Design seven_seg_scan_driver, sky130hd; sources not shown.
==> images/met1.png <==
Supply wires on this layer in gray.
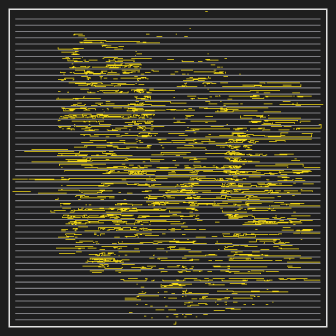
nets with wire on the layer = 559
wire length on this layer = 5570 um
longest straight run = 36.6 um
met1 demand-to-capacity share in global routing: 18.5%
routed wire length: 12100 um
routed vias: 3908

==> images/zoom.png <==
Bar = 10 um. Window x 54 to 84, y 54 to 84 um. Cells in gray, sequential cells in the stronger gray; small squares are vias.
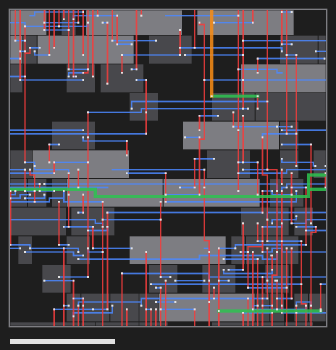
met1 -> blue
met2 -> red
met4 -> orange
met3 -> green
sequential cells in the window = 10
most frequent = dfrtp_1 (10), mux2_2 (6)
cells with their middle in the window = 50

==> impl_report.txt <==
PHYSICAL IMPLEMENTATION REPORT
----------------------------------------------------
[Run status]
  Run status ........................ completed

[Placement]
  Area after detailed placement ........................ 0.00711 sq mm
  Number of cells in the design after placement ........................ 777
  Final estimated routing congestion in global placement ........................ 0.867
  Count of input and output buffers ........................ 60

[Power and ir drop]
  VDD IR max ........................ 0.361 mV
  Sequential power ........................ 2.26 mW
  Share of total power in the clock network ........................ 50.0%
  Power consumption ........................ 4.91 mW
  Clock-net power ........................ 2.46 mW
  Total combinational power ........................ 0.195 mW
  Biggest consumer ........................ the clock network

[Layout]
  Fraction of layout cells with a size suffix above 1 ........................ 26.9%
  Net count of the finished layout ........................ 623
  Most common cell after layout, fill and taps aside ........................ dfrtp_1
  Flop share of the area ........................ 46.7%
  Layout buffer count excluding clock buffers ........................ 78
  CLK BUF ........................ 22
  Non-clk invs ........................ 12
  MI comb cells ........................ 321
  Footprint of the flip-flops and latches ........................ 0.00362 sq mm
  Count of filler cells inserted in the layout ........................ 1558
  Core occupancy in the finished layout ........................ 44.8%
  Biggest cell category by area in the final layout ........................ registers

[Worst setup path]
  Cells along the critical path ........................ and2_1, ha_1, nor2_1, o211ai_1, a22oi_2, buf_4, nand3_1, a21oi_1, o21ai_1
  Worst setup slack for register-to-register paths ........................ 0.43 ns
  Max stage delay on crit path ........................ 0.52 ns
  Critical path required time ........................ 3.03 ns
  Worst r2r path cells ........................ 9
  Delay-heaviest family, CP ........................ AND-OR/OR-AND gates
  Kind of end point of the critical path ........................ flip-flop

[STA]
  Setup repair after global routing missed its margin ........................ no
  Max Transition Viols Final ........................ 0
  Fin crit period ........................ 2.27 ns
  Relative slew slack ........................ 56.4%
  Worst clock skew ........................ 0.00903 ns
  Worst Hold Margin ........................ 0.486 ns
  Smallest setup slack after layout ........................ 0.433 ns

[Synth]
  Cell area after synthesis ........................ 0.00621 sq mm
  Number of enable-type register cells in the synthesized netlist ........................ 0
  Number of standard cells after synthesis ........................ 497
  Main combinational cell family by area after synthesis ........................ multiplexers
  Synth Area in Compound Gates ........................ 6.17%
  Cell with the most instances after synthesis ........................ dfrtp_1
  FFs w/ async S/R, synth ........................ 100%
  Adder Share, Synth ........................ 0.806%
  Most frequently used flop master after synthesis ........................ dfrtp_1
  Post-synthesis sequential area ratio ........................ 58.3%
  Total number of yosys warnings ........................ 0
  Cell variety after synth ........................ 52
  Basic Gates by Area ........................ 10.6%
  Mean cell area of the mapped netlist ........................ 12.5 sq um

[Route]
  Wl on met1 ........................ 5570 um
  Avg WL per Cell ........................ 14.9 um

[Clock tree]
  Sinks on Clock Net ........................ 144
  CTS H-tree depth ........................ 4
  Cts hold-fix bufs ........................ 1
  Cell at the root of the clock tree ........................ clkbuf_16
  TritonCTS clock tree ........................ yes
  Number of instances resized during post-cts repair ........................ 0
  Clock slew at reported path FFs ........................ 0.06 ns

[Floorplan]
  Total Die Area ........................ 0.0188 sq mm
  Site Rows ........................ 48
  Floorplan die width ........................ 137 um
  IO Count ........................ 61
  Initial Utilization ........................ 35.9%

[Global route]
  Global-route wire length before repair ........................ 20600 um
  Number of antenna violations at the first check in global routing ........................ 0
  M2 GR Usage ........................ 22.2%
  Pin count of the biggest net entering global routing ........................ 70
  Met3 layer usage reported by global route ........................ 4.78%
  Global router's overall resource usage ........................ 14.3%

[Worst hold path]
  Hold Path Class ........................ reg -> reg
  Number of cells on the worst hold path ........................ 1

[Job]
  Maximum capacitance violations ........................ 0

----------------------------------------------------
Power is estimated from default activity; no workload was simulated.
